### The clock network

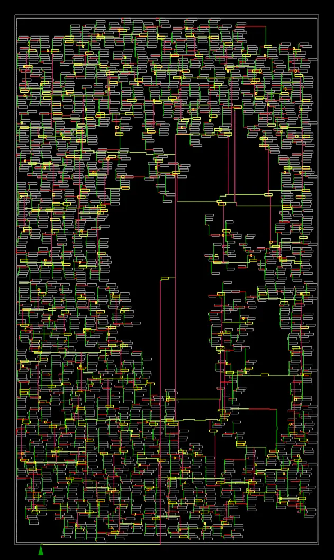
### A small window of the routed layout

Region (251, 455) to (301, 505) um. Cells in grey, sequential cells in the stronger grey; small squares are vias.
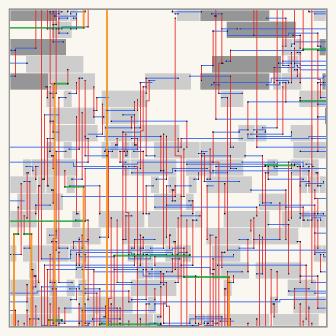
### M3 wires

Drawn at 1 px/um.
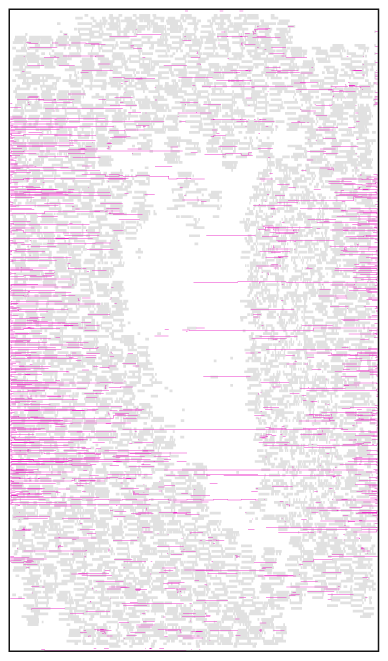
**src/rtl/gemm_result_writer.sv**
```systemverilog
// GeMM result tile FIFO + row writer into C SRAM; GEMM_RESULT_WRITER_STATS_EN builds the stall counter.
// Latency: tile push -> sram_req_o next cycle; no input backpressure (full FIFO drops tile, sets overflow_o), SRAM backpressure via sram_gnt_i.
module gemm_result_writer #(
  parameter int AddrWidth = 16,
  parameter int DataWidth = 32,
  parameter int M         = 4,
  parameter int N         = 4,
  parameter int FifoDepth = 4
) (
  input  logic                       clk_i,
  input  logic                       rst_ni,
  input  logic                       start_i,
  input  logic [AddrWidth-1:0]       M_size_i,
  input  logic [AddrWidth-1:0]       N_size_i,
  input  logic                       result_valid_i,
  input  logic [M*N*DataWidth-1:0]   result_data_i,
  output logic                       sram_req_o,
  output logic                       sram_we_o,
  output logic [AddrWidth-1:0]       sram_addr_o,
  output logic [N*DataWidth-1:0]     sram_wdata_o,
  input  logic                       sram_gnt_i,
  output logic                       busy_o,
  output logic                       done_o,
  output logic                       overflow_o,
  output logic [AddrWidth-1:0]       stall_cnt_o
);

  localparam int RowW  = N * DataWidth;
  localparam int TileW = M * N * DataWidth;
  localparam int RW    = (M > 1) ? $clog2(M) : 1;
  localparam int PW    = (FifoDepth > 1) ? $clog2(FifoDepth) : 1;
  localparam int CW    = PW + 1;
  localparam logic [AddrWidth-1:0] MW = AddrWidth'(M);
  localparam logic [AddrWidth-1:0] NW = AddrWidth'(N);

  typedef enum logic [1:0] {IDLE, RUN, DONE} state_e;

  state_e               state_q, state_d;
  logic [AddrWidth-1:0] tn_q, tn_d;
  logic [AddrWidth-1:0] total_q, total_d;
  logic [AddrWidth-1:0] mt_q, mt_d;
  logic [AddrWidth-1:0] nt_q, nt_d;
  logic [AddrWidth-1:0] written_q, written_d;
  logic [RW-1:0]        r_q, r_d;
  logic [PW-1:0]        wr_ptr_q, wr_ptr_d;
  logic [PW-1:0]        rd_ptr_q, rd_ptr_d;
  logic [CW-1:0]        count_q, count_d;
  logic                 overflow_q, overflow_d;
  logic                 busy_q, busy_d;
  logic                 done_q, done_d;

  logic [TileW-1:0]     fifo_mem [FifoDepth];
  logic [TileW-1:0]     head;
  logic                 full, empty, req, last_row, pop, push;
  logic [AddrWidth-1:0] addr_raw;

  assign full     = (count_q == CW'(FifoDepth));
  assign empty    = (count_q == '0);
  assign req      = (state_q == RUN) && !empty;
  assign last_row = (r_q == RW'(M - 1));
  assign pop      = req && sram_gnt_i && last_row;
  // A full FIFO still accepts a tile when its head retires in the same cycle.
  assign push     = (state_q == RUN) && result_valid_i && (!full || pop);
  assign head     = fifo_mem[rd_ptr_q];
  assign addr_raw = (mt_q * MW + AddrWidth'(r_q)) * tn_q + nt_q;

  assign sram_req_o   = req;
  assign sram_we_o    = req;
  assign sram_addr_o  = req ? addr_raw : '0;
  assign sram_wdata_o = req ? head[r_q*RowW +: RowW] : '0;
  assign busy_o       = busy_q;
  assign done_o       = done_q;
  assign overflow_o   = overflow_q;

  always_comb begin
    state_d    = state_q;
    tn_d       = tn_q;
    total_d    = total_q;
    mt_d       = mt_q;
    nt_d       = nt_q;
    written_d  = written_q;
    r_d        = r_q;
    wr_ptr_d   = wr_ptr_q;
    rd_ptr_d   = rd_ptr_q;
    count_d    = count_q;
    overflow_d = overflow_q;
    case (state_q)
      IDLE: begin
        if (start_i) begin
          state_d    = RUN;
          tn_d       = N_size_i / NW;
          total_d    = (M_size_i / MW) * (N_size_i / NW);
          mt_d       = '0;
          nt_d       = '0;
          written_d  = '0;
          r_d        = '0;
          wr_ptr_d   = '0;
          rd_ptr_d   = '0;
          count_d    = '0;
          overflow_d = 1'b0;
        end
      end
      RUN: begin
        if (written_q == total_q && empty) state_d = DONE;
        if (req && sram_gnt_i) begin
          if (last_row) begin
            r_d       = '0;
            rd_ptr_d  = rd_ptr_q + PW'(1);
            written_d = written_q + AddrWidth'(1);
            if (nt_q == tn_q - AddrWidth'(1)) begin
              nt_d = '0;
              mt_d = mt_q + AddrWidth'(1);
            end else begin
              nt_d = nt_q + AddrWidth'(1);
            end
          end else begin
            r_d = r_q + RW'(1);
          end
        end
        if (push) wr_ptr_d = wr_ptr_q + PW'(1);
        case ({push, pop})
          2'b10:   count_d = count_q + CW'(1);
          2'b01:   count_d = count_q - CW'(1);
          default: count_d = count_q;
        endcase
        if (result_valid_i && full && !pop) overflow_d = 1'b1;
      end
      default: state_d = IDLE;
    endcase
    busy_d = (state_d != IDLE);
    done_d = (state_d == DONE);
  end

  always_ff @(posedge clk_i or negedge rst_ni) begin
    if (!rst_ni) begin
      state_q    <= IDLE;
      tn_q       <= '0;
      total_q    <= '0;
      mt_q       <= '0;
      nt_q       <= '0;
      written_q  <= '0;
      r_q        <= '0;
      wr_ptr_q   <= '0;
      rd_ptr_q   <= '0;
      count_q    <= '0;
      overflow_q <= 1'b0;
      busy_q     <= 1'b0;
      done_q     <= 1'b0;
    end else begin
      state_q    <= state_d;
      tn_q       <= tn_d;
      total_q    <= total_d;
      mt_q       <= mt_d;
      nt_q       <= nt_d;
      written_q  <= written_d;
      r_q        <= r_d;
      wr_ptr_q   <= wr_ptr_d;
      rd_ptr_q   <= rd_ptr_d;
      count_q    <= count_d;
      overflow_q <= overflow_d;
      busy_q     <= busy_d;
      done_q     <= done_d;
    end
  end

  // Tile storage needs no reset: occupancy is tracked by the pointers.
  always_ff @(posedge clk_i) begin
    if (push) fifo_mem[wr_ptr_q] <= result_data_i;
  end

`ifdef GEMM_RESULT_WRITER_STATS_EN
  logic [AddrWidth-1:0] stall_q, stall_d;

  always_comb begin
    stall_d = stall_q;
    if (state_q == IDLE && start_i) stall_d = '0;
    else if (req && !sram_gnt_i && stall_q != '1) stall_d = stall_q + AddrWidth'(1);
  end

  always_ff @(posedge clk_i or negedge rst_ni) begin
    if (!rst_ni) stall_q <= '0;
    else         stall_q <= stall_d;
  end

  assign stall_cnt_o = stall_q;
`else
  assign stall_cnt_o = '0;
`endif

endmodule

```
**config.mk**
```make
export PLATFORM = sky130hd
export DESIGN_NAME = gemm_result_writer
export DESIGN_NICKNAME = d
export VERILOG_FILES = /design/src/rtl/gemm_result_writer.sv
export SDC_FILE = /design/constraint.sdc
export NUM_CORES = 2
export LEC_CHECK = 0
export ABC_AREA = 1
export CORE_ASPECT_RATIO = 1.75
export CORE_MARGIN = 2
export CORE_UTILIZATION = 40
export DETAILED_ROUTE_END_ITERATION = 7
export PLACE_DENSITY = 0.56
export SETUP_SLACK_MARGIN = 0.15
export SLEW_MARGIN = 20
export SYNTH_ARGS = -nofsm -noshare
export SYNTH_HDL_FRONTEND = slang
export SYNTH_SLANG_ARGS = --single-unit
```
**constraint.sdc**
```tcl
create_clock -name clk_i -period 34 [get_ports clk_i]
set_input_delay 6.8 -clock clk_i [delete_from_list [all_inputs] [get_ports clk_i]]
set_output_delay 6.8 -clock clk_i [all_outputs]
set_load 0.1 [all_outputs]
```
==> metrics.yaml <==
status: "finished, final reports clean"
top_level_ports: 714
worstReg2RegEnd: "fifo_mem[2][268]$_DFFE_PP_"
final.setup.tns_ns: 0
synth-simple-area-share: 0.0843
mux_share: 0
final_cell_mix: "edfxtp_1 (2,048), nor2_1 (1,122), o21ai_0 (1,068)"
hold_start: "overflow_o$_DFFE_PN0P_"
finalSetupViolations: 0
synth_area_sq_um: 92600
avgSynthCellArea_sq_um: 12.5
cts_setup_buffers: 0
fin_ws_ns: 19.23
warnings: 70
yosysWarningCount: 0
critPathLaunch: "r_q[0]$_DFFE_PN0P_"
cpMostUsedCell: "fa_1"
finalCoreUtilization: 0.471
fmax_ghz: 0.0677
synthArstFlopShare: 0.0421
worstMarginPinSlew_ns: 1.21
holdPathEnd: "overflow_o$_DFFE_PN0P_"
grtUsageTotal: 0.230
cts_tree: "done"
instances_no_fill: 11139
critPathBufInv: 3
layout-drive-gt1-share: 0.0515
dominantRegCellSynth: "edfxtp_1"
About 'The clock network':
clk latency late pin: 0.87 ns
Num CTS Buffers: 201
Flop Count: 2,138

About 'A small window of the routed layout':
- M2: red
- M1: blue
- M3: green
- M4: orange
- cells with their middle in the window: 128
- netlist names of flops here include: fifo_mem (7)
- most frequent: inv_1 (35), fa_1 (32), nand2_1 (23)
- sequential cells in the window: 7

About 'M3 wires':
- nets with wire on the layer: 778
- share of all routed wire: 7.6%
- wire length on this layer: 21.1 mm
- main direction: horizontal
- longest straight run: 199 um

==> sequential cells by signal (all words and copies together) (netlist names) <==
register	cells
fifo_mem	2048
nt_q	16
total_q	16
written_q	16
mt_q	14
tn_q	14
count_q	3
r_q	2
rd_ptr_q	2
state_q	2
wr_ptr_q	2
busy_o	1
done_o	1
overflow_o	1
==> cells in the mapped netlist (all sizes together) (2+ instances only) <==
cell / number
o21ai: 1070
nor2: 1131
o22ai: 177
xor2: 58
ha: 97
o221ai: 338
o31ai: 8
nand3: 178
nor3: 20
or2: 2
a221oi: 2
inv: 465
buf: 85
clkbuf: 448
xnor2: 21
o211ai: 175
edfxtp: 2048
nand3b: 9
fa: 174
nor4: 9
nand4: 25
a31oi: 2
a21oi: 165
o21a: 3
nand2: 590
a21o: 3
dfrtp: 90
==> tightest hold or removal path, cell delays in order, from the launching register on <==
cell     delay, ns
dfrtp_1       0.34
nand2_1       0.05
o21ai_0       0.06
==> routing by layer <==
metal | vias to the layer above | wire (um) | global-route usage
li1 | 27913 | - | -
met3 | 560 | 21100 | 0.0635
met2 | 1945 | 140000 | 0.401
met4 | 100 | 8940 | 0.0781
met5 | - | 662 | 0
met1 | 31307 | 106000 | 0.272
==> layout make-up <==
cell class	instances	share of cell area
diodes	47	0.00108
clock buffers	243	0.0483
clock inverters	117	0.00933
inverters	466	0.0164
multi-input cells	4277	0.231
flip-flops and latches	2138	0.587
well taps	3055	0.0352
repair buffers	796	0.0718
==> power breakdown <==
group	total [mW]	leakage, nW	internal, mW	switching (mW)
Clock	2.19	3.06	1.22	0.977
Combinational	4.87	14.5	1.17	3.70
Sequential	3.57	19.9	3.40	0.166
Power figures rest on the tool's default switching activity, not on a simulated workload.
